## src/rtl/serial_adder_pkg.sv

```systemverilog
// Shared types and helpers for the bit-serial adder.
package serial_adder_pkg;

  // Controller states:
  //   IDLE  | waiting for start, result held
  //   SHIFT | one operand bit pair consumed per clock
  //   DONE  | one-cycle window where sum/cout are final
  typedef enum logic [1:0] {
    IDLE  = 2'b00,
    SHIFT = 2'b01,
    DONE  = 2'b10
  } state_t;

  // Bit counter width: clog2(n), never narrower than one bit.
  function automatic int cnt_width(input int n);
    return (n <= 2) ? 1 : $clog2(n);
  endfunction

endpackage

```

## src/rtl/serial_adder_full_adder_cell.sv

```systemverilog
// Single-bit full adder built from two half-adder cells and an OR.

// Half adder: sum is XOR, carry is AND.
module half_adder_cell (
  input  logic i_a,
  input  logic i_b,
  output logic o_sum,
  output logic o_carry
);
  assign o_sum   = i_a ^ i_b;
  assign o_carry = i_a & i_b;
endmodule

// Full adder: at most one of the two half-adder carries can be high,
// so an OR is enough to merge them.
module full_adder_cell (
  input  logic x,
  input  logic y,
  input  logic ci,
  output logic s,
  output logic co
);
  logic w_s1;
  logic w_c1;
  logic w_c2;

  half_adder_cell u_ha0 (
    .i_a     (x),
    .i_b     (y),
    .o_sum   (w_s1),
    .o_carry (w_c1)
  );

  half_adder_cell u_ha1 (
    .i_a     (w_s1),
    .i_b     (ci),
    .o_sum   (s),
    .o_carry (w_c2)
  );

  assign co = w_c1 | w_c2;
endmodule

```

## src/rtl/serial_adder.sv

```systemverilog
// Bit-serial N-bit adder: operands consumed LSB-first, one bit per clock,
// result assembled MSB-in in the sum register, start/done handshake.
//
//   state | meaning
//   IDLE  | waiting for start; sum/cout hold the last result
//   SHIFT | busy=1; one bit pair added per clock, N clocks total
//   DONE  | done=1 for one cycle; start here is accepted back-to-back
module serial_adder
  import serial_adder_pkg::*;
#(
  parameter int N = 8
) (
  input  logic         clk,
  input  logic         rst,
  input  logic         start,
  input  logic [N-1:0] a,
  input  logic [N-1:0] b,
  input  logic         cin,
  output logic         busy,
  output logic         done,
  output logic [N-1:0] sum,
  output logic         cout
);

  localparam int CW = cnt_width(N);

  state_t          r_state;
  state_t          w_state_next;
  logic [N-1:0]    r_a_sr;
  logic [N-1:0]    r_b_sr;
  logic [N-1:0]    r_sum;
  logic            r_carry;
  logic [CW-1:0]   r_cnt;
  logic            w_accept;
  logic            w_last;
  logic            w_s;
  logic            w_co;
  logic [N-1:0]    w_sum_next;

  full_adder_cell u_fa (
    .x  (r_a_sr[0]),
    .y  (r_b_sr[0]),
    .ci (r_carry),
    .s  (w_s),
    .co (w_co)
  );

  // Last SHIFT edge is the one where the counter already reads N-1.
  assign w_last = (r_cnt == CW'(N - 1));

  // New bit enters at the MSB; written as a shift/OR so N=1 needs no special case.
  assign w_sum_next = (r_sum >> 1) | (N'(w_s) << (N - 1));

  assign sum  = r_sum;
  assign cout = r_carry;

  // State register.
  always_ff @(posedge clk or posedge rst) begin
    if (rst) begin
      r_state <= IDLE;
    end else begin
      r_state <= w_state_next;
    end
  end

  // Next-state decode plus busy/done, both derived purely from state.
  always_comb begin
    w_state_next = r_state;
    w_accept     = 1'b0;
    busy         = 1'b0;
    done         = 1'b0;
    unique case (r_state)
      IDLE: begin
        if (start) begin
          w_accept     = 1'b1;
          w_state_next = SHIFT;
        end
      end
      SHIFT: begin
        busy = 1'b1;
        if (w_last) begin
          w_state_next = DONE;
        end
      end
      DONE: begin
        done = 1'b1;
        if (start) begin
          w_accept     = 1'b1;
          w_state_next = SHIFT;
        end else begin
          w_state_next = IDLE;
        end
      end
      default: begin
        w_state_next = IDLE;
      end
    endcase
  end

  // Datapath: load operands on accept, otherwise shift one bit per SHIFT clock.
  always_ff @(posedge clk or posedge rst) begin
    if (rst) begin
      r_a_sr  <= '0;
      r_b_sr  <= '0;
      r_sum   <= '0;
      r_carry <= 1'b0;
      r_cnt   <= '0;
    end else if (w_accept) begin
      r_a_sr  <= a;
      r_b_sr  <= b;
      r_carry <= cin;
      r_cnt   <= '0;
    end else if (r_state == SHIFT) begin
      r_a_sr  <= r_a_sr >> 1;
      r_b_sr  <= r_b_sr >> 1;
      r_sum   <= w_sum_next;
      r_carry <= w_co;
      r_cnt   <= r_cnt + CW'(1);
    end
  end

endmodule

```

## config.mk

```make
export PLATFORM = sky130hd
export DESIGN_NAME = serial_adder
export DESIGN_NICKNAME = d
export VERILOG_FILES = /design/src/rtl/serial_adder_pkg.sv /design/src/rtl/serial_adder_full_adder_cell.sv /design/src/rtl/serial_adder.sv
export SDC_FILE = /design/constraint.sdc
export NUM_CORES = 1
export LEC_CHECK = 0
export CAP_MARGIN = 10
export CORE_UTILIZATION = 53
export CTS_CLUSTER_DIAMETER = 150
export DETAILED_ROUTE_END_ITERATION = 6
export PLACE_DENSITY_LB_ADDON = 0.3
export SKIP_LAST_GASP = 1
export SYNTH_ARGS = -nofsm -noshare
export SYNTH_HDL_FRONTEND = slang
export SYNTH_SLANG_ARGS = --single-unit
```

## constraint.sdc

```tcl
create_clock -name clk -period 2.7 [get_ports clk]
set_clock_uncertainty 0.2 [all_clocks]
set_input_delay 0.54 -clock clk [delete_from_list [all_inputs] [get_ports clk]]
set_output_delay 0.54 -clock clk [all_outputs]
set_load 0.02 [all_outputs]
```

### Supply network, run 1

Pins as bars on the die edge. Tap cells in gray.
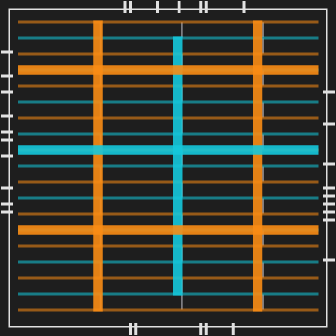
net	color
VDD	cyan
VSS	orange
rows	18
met1 rails	19
tap cells	30
met5 straps	3

### Placed cells, one color a class, run 1

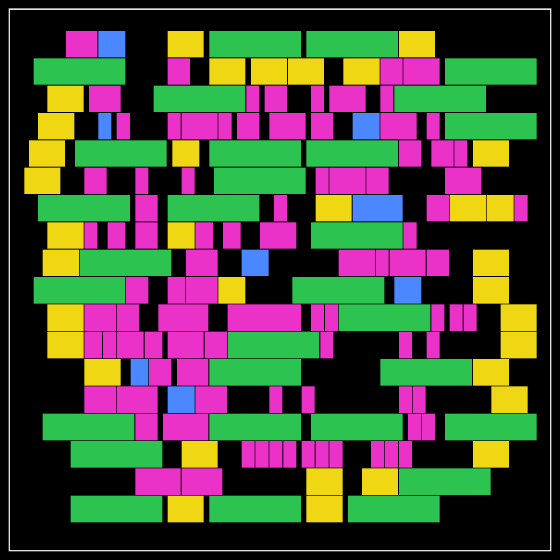
class	color	cells	share of their area
all other logic	magenta	91	33%
other buffers and delay cells	yellow	34	19%
flops	green	30	44%
clock drivers and dummy loads	blue	8	3.5%

### Clock wires, drivers and flops, run 1

The bar under the picture is 20 um long.
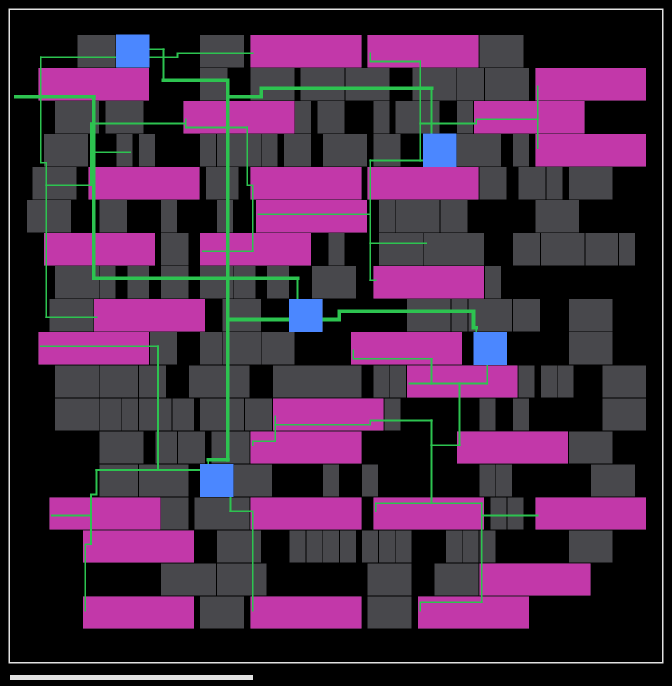
[flip-flops] magenta | count: 30
[clock wires] green | length: 411 um
[cells driving clock nets] blue | count: 5
flops lie	spread over the die

==> impl_metrics.tcl, run 1 <==
# yosys + openroad results
set metrics [dict create \
    outcome "completed" \
    reg2reg_depth 4 \
    hpwl_mm 1.787 \
    drv_cap 0 \
    first_global_vias 980 \
    flop_cell "dfrtp_1" \
    synthArstFlopShare_pct 100.0 \
    worstSkewPairLatency_ns 0.34 \
    grt_use_total_pct 21.94 \
    cts_resized 0 \
    initial_utilization_pct 56.71 \
    cellLeakagePower_nw 0.7556 \
    synthToLayoutAreaGrowth_pct 23.04 \
    nNetsFinal 185 \
    drt_iter0_drc 18 \
    syn_area_um2 1418 \
    die_x_um 53.72 \
    antenna_found_initial 0 \
    warnings 26 \
    layout-drive-gt1-share_pct 15.95 \
    ys_cells 131 \
    post-cts-setup-buffer-count 0 \
    grt_max_degree 31 \
    drt_first_pass_iters 4 \
    topCellsByArea "dfrtp_1 (53%), nor3_2 (7.1%), nand2_1 (6.4%)" \
    synth_area_leader_cell "dfrtp_1" \
    root_buffer "clkbuf_4" \
    syn_inst 131 \
    power.density_nw_per_um2 1187 \
    synth_area_per_cell_um2 10.82 \
    hold_depth 2 \
    crit_end "busy" \
    synth-edff-count 0 \
    portBuffers 30 \
    reg2reg_from "r_cnt[0]$_DFFE_PP0P_" \
    worstMarginPinSlew_ns 0.4045 \
    synthDominantCellAreaShare_pct 52.96 \
    ys_chip_area_um2 1418 \
    synthDistinctLibCells 25 \
    postCtsHoldBufs 0 \
    cp-startpoint "r_state[1]$_DFFE_PP0P_" \
    stdcell_count 193 \
    vdd_drop_max_mv 0.8277 \
    crit_fanout 25 \
    core-area_um2 2500 \
    hp-start "sum[5]$_DFFE_PP0P_" \
    grtUsageMet2_pct 35.60 \
    synth_flops 30 \
    clock-sinks 30 \
    grt_pass1_wl_mm 4.305 \
    n_antenna_cell 0 \
    clockBufferDepth 2 \
    cp-end-kind "output pin" \
    gp_congestion 0.8286 \
    die_area_um2 2885 \
    fp_nets 154 \
    met1_usage_pct 25.91 \
    finalClockPeriodUsage_pct 95.74 \
    crit_type "reg -> out" \
    rsz0062_at_grt "no" \
    via_per_inst 5.497 \
    max_freq_mhz 386.9 \
    setup_viol 0 \
    die-height_um 53.72 \
    cts_buffers 5 \
    cts_tree "done" \
    synth-seq-area-share_pct 52.96 \
    ant_nets 0 \
    drc 0 \
    worstPathArrival_ns 1.84 \
    r2r_slack_ns 1.03 \
    slew_violations 0 \
]
==> run 1: sequential cells by signal, indices dropped and copies added, names as in the netlist <==
register / cells
r_cnt: 3
r_b_sr: 8
r_a_sr: 8
r_state: 2
cout: 1
sum: 8
==> run 1: per-stage QoR <==
| step | util, % | total power [W] | hold WS [ns] | instance area (um^2) | setup slack [ns] |
|---|---|---|---|---|---|
| final | 69.77 | 0.002070 | 0.2985 | 1744 | 0.1151 |
| after global routing | 69.77 | 0.002223 | 0.3128 | 1744 | 0.05192 |
| after CTS | 69.77 | 0.002087 | 0.2983 | 1744 | 0.1059 |
| after detailed placement | 67.37 | 0.001795 | 0.2821 | 1684 | 0.4866 |
| after global placement | 67.37 | 0.001753 | 0.2574 | 1684 | 0.5086 |
| after floorplan | - | 0.001579 | 0.2662 | 1418 | 0.9936 |
==> run 1: logic make-up after synthesis <==
kind of cell,share of synthesized area (%)
DFF,52.96
muxes,2.295
xor gates and xnor gates,0.6179
and+or+nand+nor,22.42
buffers and inverters,8.031
adders and majority gates,3.177
AOI/OAI and AO/OA,10.50
==> run 1: power breakdown <==
part           total, W  leakage [nW]  internal [W]  switching, W
Clock          0.000285        0.0353      0.000126      0.000159
Combinational  0.000952         0.355      0.000452      0.000500
Sequential     0.000833         0.365      0.000662      0.000172
Total           0.00207         0.756       0.00124      0.000830
==> run 1: cells in the mapped netlist, types with 2 or more instances <==
master	number
a22o_1	5
nor2_1	16
buf_6	5
ha_1	2
o22ai_1	14
nor2b_1	3
dfrtp_1	30
buf_4	2
buf_2	2
mux2_2	2
nor3_1	4
nand2_1	24
nor3_2	10
==> run 1: critical path, stage by stage, from the launching register on <==
cell and delay [ns]:
dfrtp_1 0.47, nand2b_4 0.19, inv_6 0.20, clkdlybuf4s50_1 0.65
==> run 1: worst min-delay path by stage <==
stage,end,slack (ns)
after floorplan,r_a_sr[7]$_DFFE_PP0P_,0.27
after global placement,sum[0]$_DFFE_PP0P_,0.26
after detailed placement,sum[4]$_DFFE_PP0P_,0.28
after CTS,sum[4]$_DFFE_PP0P_,0.30
after global routing,sum[4]$_DFFE_PP0P_,0.31
final,sum[4]$_DFFE_PP0P_,0.30
==> run 1: layout make-up <==
class | instances | area [um^2] | share of cell area [%]
Clock buffer | 7 | 55.05 | 3.156
Multi-Input combinational cell | 89 | 553.0 | 31.71
Timing Repair Buffer | 34 | 330.3 | 18.94
Tap cell | 30 | 37.54 | 2.152
Inverter | 2 | 12.51 | 0.7174
Clock inverter | 1 | 5.005 | 0.2869
Sequential cell | 30 | 750.7 | 43.04
==> run 1: layer usage <==
layer / part of all wire [%] / vias to the layer above
li1: - / 510
met1: 45 / 520
met4: 1.6 / 0
met5: 0 / -
met2: 48 / 26
met3: 5.3 / 5
==> run 1 -> run 2 <==
- CORE_MARGIN: default -> 2
### Wiring by layer, run 2

The bar under the picture is 20 um long.
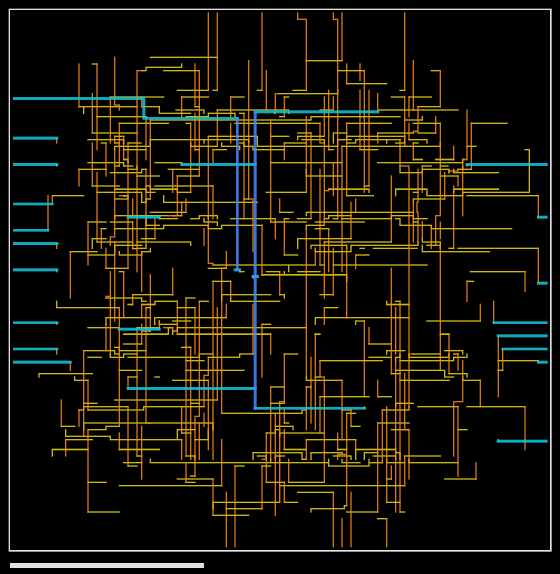
layer	color	wire length
met3	cyan	147 um
met4	blue	46.2 um
met1	yellow	1170 um
met2	orange	1210 um

### Clock wires, drivers and flops, run 2

The bar under the picture is 20 um long.
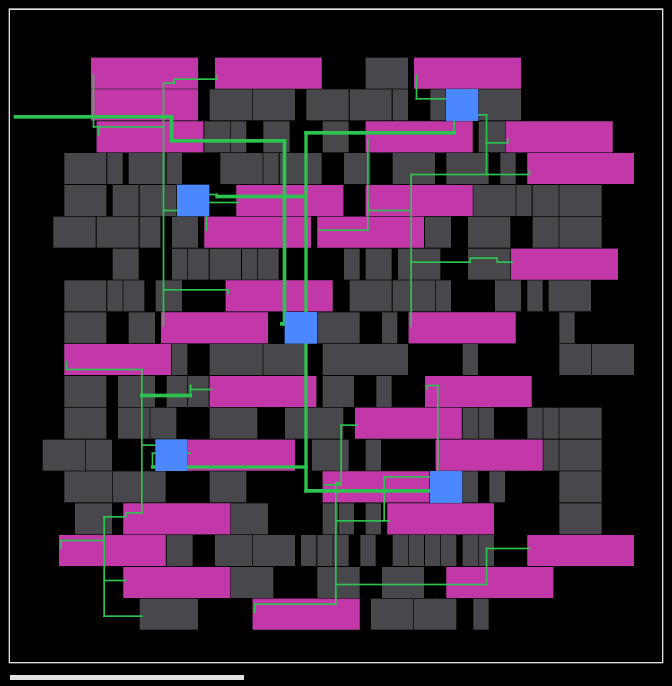
[cells driving clock nets] blue | count: 5
[clock wires] green | length: 359 um
[flip-flops] magenta | count: 30
routed clock nets	6

==> impl_metrics.tcl, run 2 <==
# yosys + openroad results
set metrics [dict create \
    outcome "completed" \
    cts_resized 0 \
    drt_first_pass_iters 4 \
    ys_cells 131 \
    synth-edff-count 0 \
    synth_flops 30 \
    postCtsHoldBufs 0 \
    critPathMaxStageDelay_ns 0.64 \
    die_area_um2 3104 \
    ys_chip_area_um2 1418 \
    slew_violations 0 \
    drv_cap 0 \
    synth_area_leader_cell "dfrtp_1" \
    ant_nets 0 \
    crit_end "busy" \
    root_buffer "clkbuf_4" \
    topCellsByArea "dfrtp_1 (53%), nor3_2 (7.1%), nand2_1 (6.4%)" \
    synthToLayoutAreaGrowth_pct 21.89 \
    max_freq_mhz 390.5 \
    cp-startpoint "r_state[0]$_DFFE_PP0P_" \
    final_cell_area_um2 1728 \
    clkTransAtPathRegs_ns 0.09 \
    drc 0 \
    grt_use_total_pct 19.00 \
    vdd_drop_max_mv 0.7586 \
    clock-sinks 30 \
    cts_buffers 5 \
    postLayoutCoreUtil_pct 69.12 \
    first_global_vias 1040 \
    ios 31 \
    via_per_inst 5.495 \
    die_x_um 55.72 \
    die-height_um 55.72 \
    cts_tree "done" \
    rsz0062_at_grt "no" \
    gp_congestion 0.7757 \
    finalClockPeriodUsage_pct 94.86 \
    nNetsFinal 184 \
    initial_utilization_pct 56.71 \
    reg2reg_from "r_cnt[0]$_DFFE_PP0P_" \
    syn_area_um2 1418 \
    top_cell "dfrtp_1" \
    place_area_um2 1677 \
    drt_iter0_drc 17 \
    grt_max_degree 31 \
    worstMarginPinSlew_ns 0.4149 \
    r2r_slack_ns 1.06 \
    crit_type "reg -> out" \
    worstSkewPairLatency_ns 0.32 \
    worstPathArrival_ns 1.82 \
    fp_nets 154 \
    clockBufferDepth 2 \
    critPathSlowestCell "clkdlybuf4s50_1" \
    flop_cell "dfrtp_1" \
    cp-end-kind "output pin" \
    synth-seq-area-share_pct 52.96 \
    holdWs_ns 0.2945 \
    synthDistinctLibCells 25 \
    syn_inst 131 \
    grt_pass1_wl_mm 4.560 \
    synthDominantCellAreaShare_pct 52.96 \
    crit_path_cell_trace "nand2b_4, inv_6, clkdlybuf4s50_1" \
    crit_fanout 25 \
    cellLeakagePower_nw 0.7452 \
    hpwl_mm 1.730 \
    warnings 26 \
    antenna_found_initial 0 \
    power.density_nw_per_um2 1174 \
    core-area_um2 2500 \
    reg2reg_depth 4 \
    layout-drive-gt1-share_pct 15.00 \
    synth_area_per_cell_um2 10.82 \
    synthArstFlopShare_pct 100.0 \
    common_cells "dfrtp_1 (30), nand2_1 (24), nor2_1 (16)" \
    setup_viol 0 \
    post-cts-setup-buffer-count 0 \
    portBuffers 30 \
    n_antenna_cell 0 \
]
## run 2: cell families after synthesis
logic type / count (synthesis) / synth area share, %
buffers and inverters: 12 / 8.031
muxes: 3 / 2.295
adders and majority gates: 3 / 3.177
xor gates and xnor gates: 1 / 0.6179
and+or+nand+nor: 60 / 22.42
DFF: 30 / 52.96
AOI/OAI and AO/OA: 22 / 10.50
## run 2: worst min path at each step
stage / startpoint / endpoint / slack, ns / cells after the start
detailed placement: sum[0]$_DFFE_PP0P_ / sum[0]$_DFFE_PP0P_ / 0.29 / 2
global placement: sum[0]$_DFFE_PP0P_ / sum[0]$_DFFE_PP0P_ / 0.26 / 2
finish: sum[0]$_DFFE_PP0P_ / sum[0]$_DFFE_PP0P_ / 0.29 / 2
global route: sum[0]$_DFFE_PP0P_ / sum[0]$_DFFE_PP0P_ / 0.33 / 2
floorplan: r_a_sr[7]$_DFFE_PP0P_ / r_a_sr[7]$_DFFE_PP0P_ / 0.27 / 1
CTS: sum[6]$_DFFE_PP0P_ / sum[5]$_DFFE_PP0P_ / 0.31 / 2
## run 2: layout make-up
type | instances | area [um^2] | area share, %
clock buffer | 6 | 51.30 | 2.969
inverter | 2 | 12.51 | 0.7241
multi-input combinational | 89 | 553.0 | 32.01
sequential | 30 | 750.7 | 43.45
tap | 30 | 37.54 | 2.172
timing repair buffer | 33 | 322.8 | 18.68
## run 2: metal layers
layer | up-vias | track usage, % | share of wire (%)
met5 | - | 0 | 0
met4 | 0 | 6.272 | 1.8
met3 | 7 | 7.209 | 5.7
met2 | 27 | 30.27 | 47
met1 | 504 | 23.88 | 45
li1 | 506 | - | -
## run 2: per-stage QoR
stage | instances | power [W] | setup slack (ns)
detailed placement | 184 | 0.001785 | 0.4740
global route | 190 | 0.002193 | 0.03076
finish | 190 | 0.002029 | 0.1389
global placement | 184 | 0.001741 | 0.4877
CTS | 190 | 0.002048 | 0.1064
floorplan | 131 | 0.001579 | 0.9936
## run 2: where the power goes
group | internal, W | total [W] | switching [W]
Sequential | 0.000662 | 0.000838 | 0.000176
Combinational | 0.000447 | 0.000933 | 0.000487
Clock | 0.000117 | 0.000258 | 0.000140
Total | 0.00123 | 0.00203 | 0.000803
## run 2: critical path, delay by kind of cell, from the launching register on
kind / cells / cell delay [ns]
buf+inv: 2 / 0.83
flops: 1 / 0.56
simple gates: 1 / 0.11
No activity file was given, so power comes from the tool's default toggle rates.
